**src/rtl/pipe_issue_arbiter_if.sv**
```systemverilog
// Issue-side bundle between the requesters/control and pipe_issue_arbiter.
// slave is the arbiter's view; master is the driver's (requesters + control) view.
interface pipe_issue_arbiter_if #(
  parameter int unsigned INST_W = 8
);
  logic              enable;
  logic              drain_req;
  logic [INST_W-1:0] req0_inst;
  logic              req0_valid;
  logic              req0_ready;
  logic [INST_W-1:0] req1_inst;
  logic              req1_valid;
  logic              req1_ready;
  logic [INST_W-1:0] inst_out;
  logic              start_out;
  logic              issue_valid;
  logic              issue_src;
  logic              drain_done;
  logic              busy;

  modport master (
    output enable, drain_req, req0_inst, req0_valid, req1_inst, req1_valid,
    input  req0_ready, req1_ready, inst_out, start_out, issue_valid, issue_src,
    input  drain_done, busy
  );

  modport slave (
    input  enable, drain_req, req0_inst, req0_valid, req1_inst, req1_valid,
    output req0_ready, req1_ready, inst_out, start_out, issue_valid, issue_src,
    output drain_done, busy
  );
endinterface

```
**src/rtl/pipe_issue_arbiter.sv**
```systemverilog
// Two-requester round-robin issue controller with drain sequencing for the 3-stage core.
// Optional per-source/NOP statistics counters enabled by PIPE_ISSUE_ARB_STATS_EN.
module pipe_issue_arbiter #(
  parameter int unsigned DEPTH  = 4,
  parameter int unsigned INST_W = 8
) (
  input  logic                    clk,
  input  logic                    rst,
  pipe_issue_arbiter_if.slave     bus
`ifdef PIPE_ISSUE_ARB_STATS_EN
  ,
  output logic [15:0]             stat_issue0,
  output logic [15:0]             stat_issue1,
  output logic [15:0]             stat_nop
`endif
);

  localparam int unsigned PTR_W = $clog2(DEPTH);
  localparam int unsigned CNT_W = PTR_W + 1;
  localparam logic [CNT_W-1:0] FULL_CNT = CNT_W'(DEPTH);

  localparam logic [1:0] ST_IDLE  = 2'd0;
  localparam logic [1:0] ST_RUN   = 2'd1;
  localparam logic [1:0] ST_DRAIN = 2'd2;
  localparam logic [1:0] ST_DONE  = 2'd3;

  logic [1:0]        r_state, w_state_nxt;
  logic [INST_W-1:0] r_inst;
  logic              r_start, r_issue_valid, r_issue_src, r_drain_done, r_rr;
  logic [1:0]        r_wen_sh;

  logic [INST_W-1:0] r_mem  [2][DEPTH];
  logic [PTR_W-1:0]  r_wptr [2];
  logic [PTR_W-1:0]  r_rptr [2];
  logic [CNT_W-1:0]  r_cnt  [2];

  logic [INST_W-1:0] w_inst [2];
  logic [1:0]        w_valid, w_full, w_nempty, w_ready, w_push, w_pop;
  logic              w_accept, w_grant, w_grant_src;
  logic [INST_W-1:0] w_head;

  function automatic logic is_write(input logic [1:0] op);
    return op != 2'b00;
  endfunction

  assign w_inst[0]  = bus.req0_inst;
  assign w_inst[1]  = bus.req1_inst;
  assign w_valid[0] = bus.req0_valid;
  assign w_valid[1] = bus.req1_valid;

  always_comb begin
    for (int i = 0; i < 2; i++) begin
      w_full[i]   = (r_cnt[i] == FULL_CNT);
      w_nempty[i] = (r_cnt[i] != '0);
      // Readiness ignores same-cycle pops and is forced low while reset is held.
      w_ready[i]  = rst && !w_full[i] && ((r_state == ST_IDLE) || (r_state == ST_RUN));
      w_push[i]   = w_valid[i] && w_ready[i];
    end
    w_accept    = (r_state == ST_RUN) && bus.enable && !bus.drain_req;
    w_grant     = w_accept && (|w_nempty);
    w_grant_src = (&w_nempty) ? r_rr : w_nempty[1];
    w_pop       = '0;
    if (w_grant) w_pop[w_grant_src] = 1'b1;
    w_head      = r_mem[w_grant_src][r_rptr[w_grant_src]];
  end

  always_comb begin
    w_state_nxt = r_state;
    case (r_state)
      ST_IDLE:  if (bus.enable) w_state_nxt = ST_RUN;
      ST_RUN:   if (bus.drain_req || !bus.enable) w_state_nxt = ST_DRAIN;
      // Wait until nothing in inst_out or the core's EX/WB stages still writes a register.
      ST_DRAIN: if (!is_write(r_inst[INST_W-1 -: 2]) && (r_wen_sh == 2'b00))
                  w_state_nxt = ST_DONE;
      default:  w_state_nxt = ST_IDLE;
    endcase
  end

  always_ff @(posedge clk or negedge rst) begin
    if (!rst) begin
      r_state       <= ST_IDLE;
      r_inst        <= '0;
      r_start       <= 1'b0;
      r_issue_valid <= 1'b0;
      r_issue_src   <= 1'b0;
      r_drain_done  <= 1'b0;
      r_rr          <= 1'b0;
      r_wen_sh      <= 2'b00;
      for (int i = 0; i < 2; i++) begin
        r_wptr[i] <= '0;
        r_rptr[i] <= '0;
        r_cnt[i]  <= '0;
      end
    end else begin
      r_state       <= w_state_nxt;
      r_start       <= (w_state_nxt == ST_RUN) || (w_state_nxt == ST_DRAIN);
      r_inst        <= w_grant ? w_head : '0;
      r_issue_valid <= w_grant;
      r_drain_done  <= (w_state_nxt == ST_DONE);
      if (w_grant) begin
        r_issue_src <= w_grant_src;
        r_rr        <= ~w_grant_src;
      end
      if (r_start) r_wen_sh <= {is_write(r_inst[INST_W-1 -: 2]), r_wen_sh[1]};
      for (int i = 0; i < 2; i++) begin
        if (w_push[i]) r_wptr[i] <= r_wptr[i] + PTR_W'(1);
        if (w_pop[i])  r_rptr[i] <= r_rptr[i] + PTR_W'(1);
        r_cnt[i] <= r_cnt[i] + CNT_W'(w_push[i]) - CNT_W'(w_pop[i]);
      end
    end
  end

  always_ff @(posedge clk) begin
    for (int i = 0; i < 2; i++) begin
      if (w_push[i]) r_mem[i][r_wptr[i]] <= w_inst[i];
    end
  end

  assign bus.req0_ready  = w_ready[0];
  assign bus.req1_ready  = w_ready[1];
  assign bus.inst_out    = r_inst;
  assign bus.start_out   = r_start;
  assign bus.issue_valid = r_issue_valid;
  assign bus.issue_src   = r_issue_src;
  assign bus.drain_done  = r_drain_done;
  assign bus.busy        = (r_state != ST_IDLE);

`ifdef PIPE_ISSUE_ARB_STATS_EN
  logic [15:0] r_stat_issue0, r_stat_issue1, r_stat_nop;

  // Counts reflect cycles already presented to the core (registered outputs).
  always_ff @(posedge clk or negedge rst) begin
    if (!rst) begin
      r_stat_issue0 <= '0;
      r_stat_issue1 <= '0;
      r_stat_nop    <= '0;
    end else if (r_state == ST_DONE) begin
      r_stat_issue0 <= '0;
      r_stat_issue1 <= '0;
      r_stat_nop    <= '0;
    end else begin
      if (r_issue_valid && !r_issue_src && (r_stat_issue0 != 16'hFFFF))
        r_stat_issue0 <= r_stat_issue0 + 16'd1;
      if (r_issue_valid && r_issue_src && (r_stat_issue1 != 16'hFFFF))
        r_stat_issue1 <= r_stat_issue1 + 16'd1;
      if (r_start && !r_issue_valid && (r_stat_nop != 16'hFFFF))
        r_stat_nop <= r_stat_nop + 16'd1;
    end
  end

  assign stat_issue0 = r_stat_issue0;
  assign stat_issue1 = r_stat_issue1;
  assign stat_nop    = r_stat_nop;
`endif

endmodule

```
**src/flat_wrapper.sv**
```systemverilog
// flat-port wrapper written by rule: the top's interface ports become plain ports
module pipe_issue_arbiter_flat 
#(
  parameter int unsigned DEPTH  = 4,
  parameter int unsigned INST_W = 8
)
  (clk, rst, bus_enable, bus_drain_req, bus_req0_inst, bus_req0_valid, bus_req1_inst, bus_req1_valid, bus_req0_ready, bus_req1_ready, bus_inst_out, bus_start_out, bus_issue_valid, bus_issue_src, bus_drain_done, bus_busy);
  pipe_issue_arbiter_if #(.INST_W(INST_W)) bus_i ();
  input  logic clk;
  input  logic rst;
  input wire logic [$bits(bus_i.enable)-1:0] bus_enable;
  input wire logic [$bits(bus_i.drain_req)-1:0] bus_drain_req;
  input wire logic [$bits(bus_i.req0_inst)-1:0] bus_req0_inst;
  input wire logic [$bits(bus_i.req0_valid)-1:0] bus_req0_valid;
  input wire logic [$bits(bus_i.req1_inst)-1:0] bus_req1_inst;
  input wire logic [$bits(bus_i.req1_valid)-1:0] bus_req1_valid;
  output wire logic [$bits(bus_i.req0_ready)-1:0] bus_req0_ready;
  output wire logic [$bits(bus_i.req1_ready)-1:0] bus_req1_ready;
  output wire logic [$bits(bus_i.inst_out)-1:0] bus_inst_out;
  output wire logic [$bits(bus_i.start_out)-1:0] bus_start_out;
  output wire logic [$bits(bus_i.issue_valid)-1:0] bus_issue_valid;
  output wire logic [$bits(bus_i.issue_src)-1:0] bus_issue_src;
  output wire logic [$bits(bus_i.drain_done)-1:0] bus_drain_done;
  output wire logic [$bits(bus_i.busy)-1:0] bus_busy;
  assign bus_i.enable = bus_enable;
  assign bus_i.drain_req = bus_drain_req;
  assign bus_i.req0_inst = bus_req0_inst;
  assign bus_i.req0_valid = bus_req0_valid;
  assign bus_i.req1_inst = bus_req1_inst;
  assign bus_i.req1_valid = bus_req1_valid;
  assign bus_req0_ready = bus_i.req0_ready;
  assign bus_req1_ready = bus_i.req1_ready;
  assign bus_inst_out = bus_i.inst_out;
  assign bus_start_out = bus_i.start_out;
  assign bus_issue_valid = bus_i.issue_valid;
  assign bus_issue_src = bus_i.issue_src;
  assign bus_drain_done = bus_i.drain_done;
  assign bus_busy = bus_i.busy;
  pipe_issue_arbiter #(.DEPTH(DEPTH), .INST_W(INST_W)) u_core (.clk(clk), .rst(rst), .bus(bus_i));
endmodule
```
**config.mk**
```make
export PLATFORM = sky130hd
export DESIGN_NAME = pipe_issue_arbiter_flat
export DESIGN_NICKNAME = d
export VERILOG_FILES = /design/src/rtl/pipe_issue_arbiter_if.sv /design/src/rtl/pipe_issue_arbiter.sv /design/src/flat_wrapper.sv
export SDC_FILE = /design/constraint.sdc
export NUM_CORES = 1
export LEC_CHECK = 0
export CAP_MARGIN = 30
export CORE_AREA = 2 2 110 112
export CTS_CLUSTER_DIAMETER = 50
export CTS_CLUSTER_SIZE = 10
export DETAILED_ROUTE_END_ITERATION = 16
export DIE_AREA = 0 0 112 114
export GPL_TIMING_DRIVEN = 0
export HOLD_SLACK_MARGIN = 0.05
export PLACE_DENSITY = 0.51
export SKIP_LAST_GASP = 1
export SYNTH_ARGS = -nofsm -noshare
export SYNTH_HDL_FRONTEND = slang
export SYNTH_SLANG_ARGS = --single-unit
```
**constraint.sdc**
```tcl
create_clock -name clk -period 5.7 [get_ports clk]
set_input_delay 1.14 -clock clk [delete_from_list [all_inputs] [get_ports clk]]
set_output_delay 1.14 -clock clk [all_outputs]
set_load 0.05 [all_outputs]
```
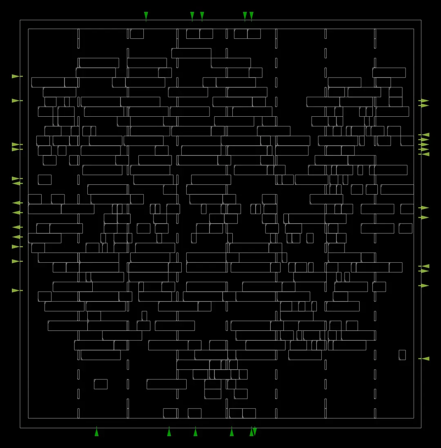
*Cell outlines without signal wires, run 1*
Flops: 95
Layout Cells excl Fill: 452

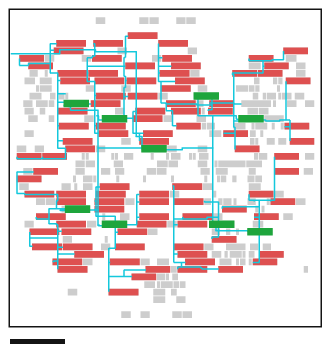
*Clock distribution, run 1*
Scale bar: 20 um.
[flip-flops] red | count: 95
[clock drivers] green | count: 9
[clock wires] cyan | length: 1040 um
routed clock nets	10
flops lie	spread over the die

==> out/writeup.txt, run 1 <==
The run gives 253 as the synthesized instance count. Routing resource usage on met1 recorded by global route was 16.0%. The run gives 33 for the largest net degree at the start of global routing. The run gives 5.09 mm for the HPWL reported at the end of detailed placement. TritonCTS built the clock tree.

The tools report the number of logic gates as 136. The data arrival time reported for the critical path is 3390 ps. Worst max-slew margin expressed relative to the limit: 46.6%. The run gives 0 as the number of buffers inserted by hold repair at cts. Looking at the area split, the leading class of cells is registers. The endpoint of the worst hold path is reported as u_core.bus.issue_src. Looking at the group totals, the largest power group turns out to be registers.

The clock transition at the registers of the reported paths is 60 ps. With the setup TNS after final layout at 0 ps, the sequential-cell power consumption is 953 uW. The remaining global-route overflow is 0. Per the layout area report, the register area comes to 2700 um^2. The launch point of the critical path was reported as rst. Kind of end point of the critical path: an output port. The flow ran to the end, and the final reports show no timing, DRC or antenna violations.

The run gives 290 as the number of nets at floorplan. With the switching part of the total at 33.7%, the fraction of cell area in non-clock buffers is 8.34%. Cells with a size suffix above 1 make up 8.85% of the layout. Each instance of the synthesized netlist takes up on average 15.7 um^2. The tools report the final cell utilization of the core as 41.0%. Detailed routing placed a total of 247 um of wire on met3. The run gives 781 uW as the switching power of the nets.

Across all hold checks on the routed design, the worst slack comes to 476 ps. The number of buffers added by the clock tree synthesis step was 9; the depth of the CTS H-tree was 3. The run gives 35 for the number of different library cells in the post-synthesis netlist. The capture point of the worst register-to-register path is recorded as u_core.r_cnt[5]. The met3 capacity usage during global routing came out at 3.40%.

Note that the worst hold path type here is reg2reg. Internal power comes to 1.54 mW. The slew at the pin with the worst max-slew slack was 801 ps. Looking at the post-CTS report, the setup buffer insertion count equals 0. For the completed layout, the total cell area is recorded as 4800 um^2.

In this run the worst path has a maximum fanout of 32.
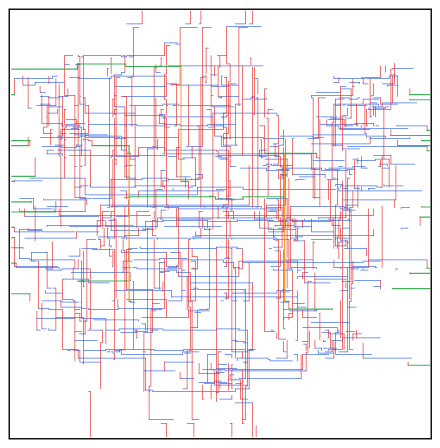
*Routed metal, one color a layer, run 1*
layer	color	wire length
metal 2	red	3430 um
metal 4	orange	110 um
metal 3	green	248 um
metal 1	blue	3410 um

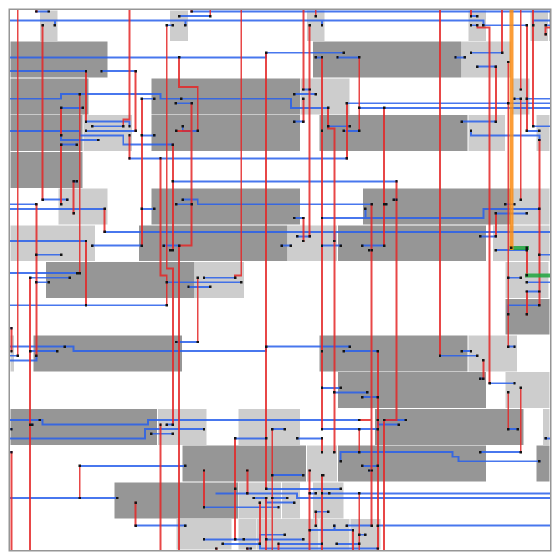
*Zoomed window, run 1*
Window x 36 to 76, y 14 to 54 um. Cells in gray, sequential cells in the stronger gray; small squares are vias.
layer	color
metal 2	red
metal 4	orange
metal 1	blue
metal 3	green
sequential cells in the window	19
cells with their middle in the window	49
netlist names of flops here include	u_core.r_mem (17), u_core.r_wptr (2)
most frequent	edfxtp_1 (17), mux2i_1 (10), nand2_1 (6)

## run 1: synthesized netlist by cell type (all sizes together)
master | instances | area (um^2)
edfxtp | 64 | 1920
mux2i | 40 | 400
dfrtp | 31 | 776
nand2 | 22 | 82.6
inv | 15 | 56.3
ha | 13 | 163
a32o | 8 | 80.1
and3 | 8 | 50.1
xnor2 | 8 | 70.1
buf | 7 | 45.0
nand2b | 4 | 25.0
nor2 | 4 | 15.0
mux2 | 3 | 33.8
a21o | 2 | 15.0
a21oi | 2 | 10.0
and2 | 2 | 12.5
fa | 2 | 40.0
nor3 | 2 | 10.0
o21ai | 2 | 21.3
xor2 | 2 | 17.5
a211oi | 1 | 12.5
a221o | 1 | 10.0
a31oi | 1 | 6.26
and4bb | 1 | 12.5
nand3 | 1 | 5.00
nor2b | 1 | 6.26
o21a | 1 | 7.51
o22ai | 1 | 12.5
o32ai | 1 | 27.5
o41ai | 1 | 8.76
or3 | 1 | 6.26
or4bb | 1 | 11.3
## run 1: state kept, by name, summed over array words and instances, names as in the netlist
| signal | flops |
|---|---|
| u_core.r_rr | 1 |
| u_core.bus.issue_src | 1 |
| u_core.r_state | 2 |
| u_core.r_cnt | 6 |
| u_core.r_wen_sh | 2 |
| u_core.bus.drain_done | 1 |
| u_core.r_wptr | 4 |
| u_core.r_rptr | 4 |
| u_core.bus.issue_valid | 1 |
| u_core.r_mem | 64 |
| u_core.bus.inst_out | 8 |
| u_core.bus.start_out | 1 |
## run 1: kinds of logic after synthesis
logic type                 count (synthesis)  share of synthesized area, %
xor gates and xnor gates                  10                          2.21
AOI/OAI and AO/OA                         21                          5.32
adders and majority gates                 15                          5.10
DFF                                       95                          67.9
and+or+nand+nor                           47                          5.95
muxes                                     43                          10.9
buffers and inverters                     22                          2.55
==> run 2: changes to the inputs <==
==> constraint.sdc (replaced) <==
create_clock -name clk -period 4.2 [get_ports clk]
set_input_delay 0.84 -clock clk [delete_from_list [all_inputs] [get_ports clk]]
set_output_delay 0.84 -clock clk [all_outputs]
set_load 0.05 [all_outputs]
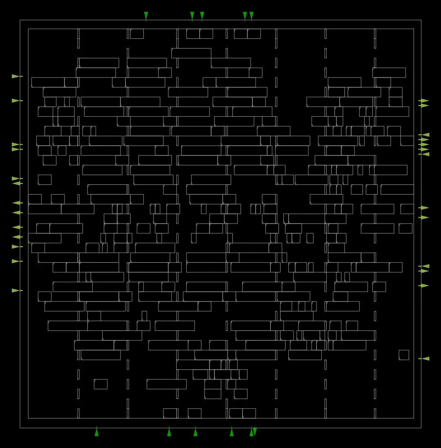
*Cell outlines without signal wires, run 2*
number of rows created at floorplan: 40
Tapcell Cnt: 147
area of the placeable core: 11700 um^2

==> out/writeup.txt, run 2 <==
When the netlist entered floorplanning its net count stood at 290. Depth of the CTS H-tree: 3. Sorting the Yosys area breakdown by cell type puts at the top sky130_fd_sc_hd__edfxtp_1. The first routing iteration left 72 violations.

The buffer count from post-CTS setup fixing is 0. The CTS report gives the tree buffer count as 9. The netlist uses 35 different library cells. On the reported timing paths, the clock transition at the registers reads 60 ps. The most used flip-flop cell after synthesis is sky130_fd_sc_hd__edfxtp_1.

The final standard cell area without fillers was 4800 um^2. Recorded from the global router log, the overflow total was 0. After synthesis, the mean cell area works out to 15.7 um^2. The most critical hold endpoint after final layout shows a slack of 476 ps.

After synthesis, the largest area contributor takes up 48.4% of total cell area. The most repeated cell in the gate-level netlist after synthesis was sky130_fd_sc_hd__edfxtp_1. The pin closest to its max-slew limit shows a slew of 757 ps.

Number of buffers inserted by hold repair at cts: 0. The beginning of the worst register-to-register path was u_core.r_state[1]. The run finished with clean final reports. On the critical path, the stage with the largest delay is an instance of sky130_fd_sc_hd__clkdlybuf4s50_1. The register with the most flip-flops in the layout has 64 of them. Kind of end point of the critical path: an output port. At the end of the flow the core is filled with cells to 41.0%.

Critical path class: in2out. After synthesis, the most frequently instantiated cells are sky130_fd_sc_hd__edfxtp_1 (64), sky130_fd_sc_hd__mux2i_1 (40), sky130_fd_sc_hd__dfrtp_1 (31), sky130_fd_sc_hd__nand2_1 (22), sky130_fd_sc_hd__inv_1 (15). The OpenROAD report gives the critical path a data arrival time of 2860 ps.

With the share of final-layout standard cells stronger than drive strength 1 at 8.85%, the count of flip-flops with a built-in enable after synthesis is 64. Adding up every negative setup slack in the final design gives 0 ps. The most critical min-delay path falls under reg2reg. Yosys attributes the largest share of cell area to sky130_fd_sc_hd__edfxtp_1 (48%), sky130_fd_sc_hd__dfrtp_1 (20%), sky130_fd_sc_hd__mux2i_1 (10%). The endpoint of the lowest-slack register-to-register path is u_core.r_cnt[5].

The synthesized instance count came out at 253. In this run the horizontal extent of the chip is 112 um. In the synthesized netlist the async set-or-reset flop fraction comes to 32.6%. The worst pin sits at a relative slew slack of 49.6%.

The run gives 0.725 for the final weighted congestion in routability-driven placement. The run gives 5.09 mm for the HPWL reported at the end of detailed placement. With the overall power consumption at 3.15 mW, the area used by sequential logic in the layout is 2700 um^2. Along the worst path, the maximum fanout reaches 32. The tools report the largest net degree at the start of global routing as 33.

The path with the worst hold slack has its endpoint at u_core.bus.issue_src.
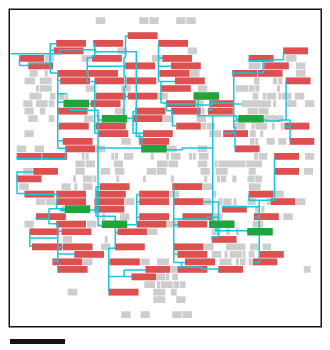
*Clock distribution, run 2*
Scale bar: 20 um.
[flip-flops] red | count: 95
[clock wires] cyan | length: 1040 um
[clock drivers] green | count: 9
routed clock nets	10

==> run 2: final cells by class <==
class,instances,area share [%]
Inverter,15,1.17
Clock inverter,5,1.20
Clock buffer,11,4.85
Buffer,7,0.938
Tap cell,147,3.83
Sequential cell,95,56.2
Timing Repair Buffer,36,7.45
Multi-Input combinational cell,136,24.4
==> run 2: metal layers <==
layer	up-vias	share of wire, %	GRT usage (%)
met1	1021	47	16.0
li1	1020	-	-
met3	9	3.4	3.40
met2	36	48	19.2
met4	0	1.5	4.63
met5	-	0	0
==> run 2: logic make-up (layout without fill, tap and decap cells) <==
| kind of cell | count (synthesis) | after routing | share of synthesized area (%) |
|---|---|---|---|
| flip-flops | 95 | 95 | 67.9 |
| buffers and inverters | 22 | 74 | 2.55 |
| multiplexers | 43 | 43 | 10.9 |
| XOR/XNOR | 10 | 10 | 2.21 |
| AND-OR/OR-AND | 21 | 21 | 5.32 |
| adder cells (fa/ha/maj) | 15 | 15 | 5.10 |
| AND/OR/NAND/NOR | 47 | 47 | 5.95 |
==> run 2: how the worst max path moves through the flow <==
stage	slack (ps)	to	cells past startpoint	from
floorplan	1120	u_core.r_cnt[5]	8	rst
global placement	-950	bus_req0_ready	4	rst
detailed placement	150	bus_req0_ready	4	rst
CTS	150	bus_req0_ready	4	rst
global route	260	bus_req0_ready	4	rst
finish	500	bus_req0_ready	4	rst
==> run 2: where the power goes <==
part / leakage (nW) / switching, mW / internal (mW)
logic: 0.806 / 0.624 / 0.442
registers: 0.970 / 0.112 / 1.18
clock network: 0.134 / 0.325 / 0.461
==> run 2: critical path, delay by kind of cell <==
kind            cells  cell delay, ps
simple gates        1             190
buf+inv             2            1330
compound gates      1             470
==> run 3: changes to the inputs <==
--- a/config.mk
+++ b/config.mk
@@ -5,12 +5,13 @@
 export SDC_FILE = /design/constraint.sdc
 export NUM_CORES = 1
 export LEC_CHECK = 0
+export ABC_AREA = 1
 export CAP_MARGIN = 30
-export CORE_AREA = 2 2 110 112
+export CORE_AREA = 2 2 114 116
 export CTS_CLUSTER_DIAMETER = 50
 export CTS_CLUSTER_SIZE = 10
 export DETAILED_ROUTE_END_ITERATION = 16
-export DIE_AREA = 0 0 112 114
+export DIE_AREA = 0 0 116 118
 export GPL_TIMING_DRIVEN = 0
 export HOLD_SLACK_MARGIN = 0.05
 export PLACE_DENSITY = 0.51
==> out/writeup.txt, run 3 <==
Of all cell types, the one taking the most synthesized area is sky130_fd_sc_hd__edfxtp_1. Among cell families on the critical path, the largest total delay comes from buffers and inverters. The run gives 2.94% as the met3 capacity usage during global routing. The number of nets at floorplan came out at 448. The most used routing layer was met2. TritonCTS built the clock tree.

The worst hold path belongs to the class reg2reg. Endpoint of the lowest-slack register-to-register path: u_core.r_cnt[2]. The largest fanout of any net on the critical path works out to 32. The flow ran to the end, and the final reports show no timing, DRC or antenna violations.

The most repeated cell in the gate-level netlist after synthesis was sky130_fd_sc_hd__nand2_1. Detailed-route iteration 0 reported a violation count of 243. Wire segments on met3 add up to 350 um in the final route.

The logs give 2750 ps for the arrival time of the worst setup path and 0.785 for the final weighted congestion in routability-driven placement. The met2 routed wirelength was 4.65 mm; the final standard cell area without fillers was 5140 um^2. TritonCTS created 9 clock buffers. The slew at the pin with the worst max-slew slack is 960 ps.

The run gives 4.60 mm as the routed length on met1. The path with the worst hold slack has its endpoint at u_core.r_rptr[3]. The script reports the combined buffer and inverter count of the critical path as 4. Ranked by total cell area, the synthesized netlist is headed by sky130_fd_sc_hd__edfxtp_1 (45%), sky130_fd_sc_hd__dfrtp_1 (18%), sky130_fd_sc_hd__nand2_1 (10%). The netlist uses 29 different library cells. The area taken by sequential standard cells is reported as 2700 um^2. In the final layout, the share of cells above drive strength 1 is 7.94%. The tools report the synthesized instance count as 411. Buffers inserted to repair hold after CTS numbered 0. After routing, the total negative slack on setup checks comes to 0 ps. The uppermost metal layer occupied by signal nets was met4.

The final report gives the core utilization as 41.4%. The slowest stage of the critical path is the sky130_fd_sc_hd__clkdlybuf4s50_1 cell. The run gives 64 for the flip-flop count of the largest register, all copies and words added. The count of flip-flops with a built-in enable after synthesis came out at 64. Hold timing on the final database bottoms out at a slack of 476 ps. On the reported timing paths, the clock transition at the registers reads 70 ps. STA classifies the critical path endpoint as an output port.

Largest net degree at the start of global routing: 33. The floorplan has 41 rows. The synthesis report names the predominant flop master as sky130_fd_sc_hd__edfxtp_1.

Looking at the post-CTS report, the setup buffer insertion count equals 0. Global routing finished with a remaining overflow of 0. The critical path class was in2out. Measured against its own limit, the worst slew margin works out to 35.7%.
==> run 3: cell types whose count changed after synthesis, moves of 9 or more <==
| cell | change |
|---|---|
| sky130_fd_sc_hd__nand2_1 | +93 |
| sky130_fd_sc_hd__nor2_1 | +36 |
| sky130_fd_sc_hd__nand3_1 | +18 |
| sky130_fd_sc_hd__nand3b_1 | +9 |
| sky130_fd_sc_hd__inv_1 | +43 |
| sky130_fd_sc_hd__mux2i_1 | -40 |
==> run 3: how the worst max path moves through the flow <==
stage | start | endpoint | slack (ps) | depth (start not counted)
final | rst | bus_req0_ready | 610 | 6
after global placement | rst | bus_req0_ready | -520 | 6
after global routing | rst | bus_req0_ready | 340 | 6
after floorplan | rst | u_core.r_cnt[5] | 1130 | 10
after CTS | rst | bus_req0_ready | 480 | 6
after detailed placement | rst | bus_req0_ready | 470 | 6
==> run 3: cell families (layout without fill, tap and decap cells) <==
| kind of cell | Yosys count | count (layout) | share of synthesized area [%] |
|---|---|---|---|
| buf+inv | 72 | 127 | 6.93 |
| fa+ha+maj | 15 | 15 | 4.76 |
| xor+xnor | 10 | 10 | 2.06 |
| simple gates | 199 | 199 | 20.0 |
| flops | 95 | 95 | 63.4 |
| mux | 1 | 1 | 0.264 |
| compound gates | 19 | 19 | 2.65 |
==> run 3: report_power, final <==
part	internal (mW)	switching [mW]
Combinational	0.535	1.10
Sequential	1.18	0.0902
Clock	0.415	0.379
==> run 3: layout make-up <==
type | count | share of cell area (%)
multi-input cells | 244 | 24.6
clock buffers | 9 | 4.38
repair buffers | 39 | 7.42
flip-flops and latches | 95 | 52.4
clock inverters | 7 | 1.24
plain buffers | 13 | 1.44
well taps | 172 | 4.18
inverters | 59 | 4.31
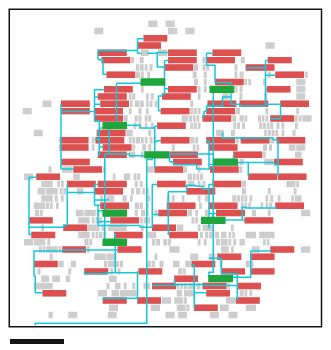
*Clock distribution, run 3*
Scale bar: 20 um.
[flip-flops] red | count: 95
[clock drivers] green | count: 9
[clock wires] cyan | length: 1170 um
flops lie	spread over the die
routed clock nets	10

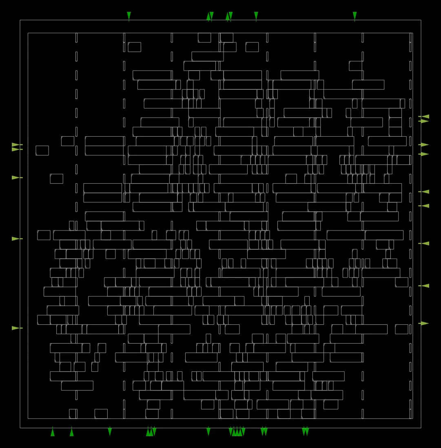
*Cell outlines without signal wires, run 3*
number of filler cells placed in the layout: 1230
Layout Cells excl Fill: 638
area of the placeable core: 12400 um^2

No activity file was given, so power comes from the tool's default toggle rates.
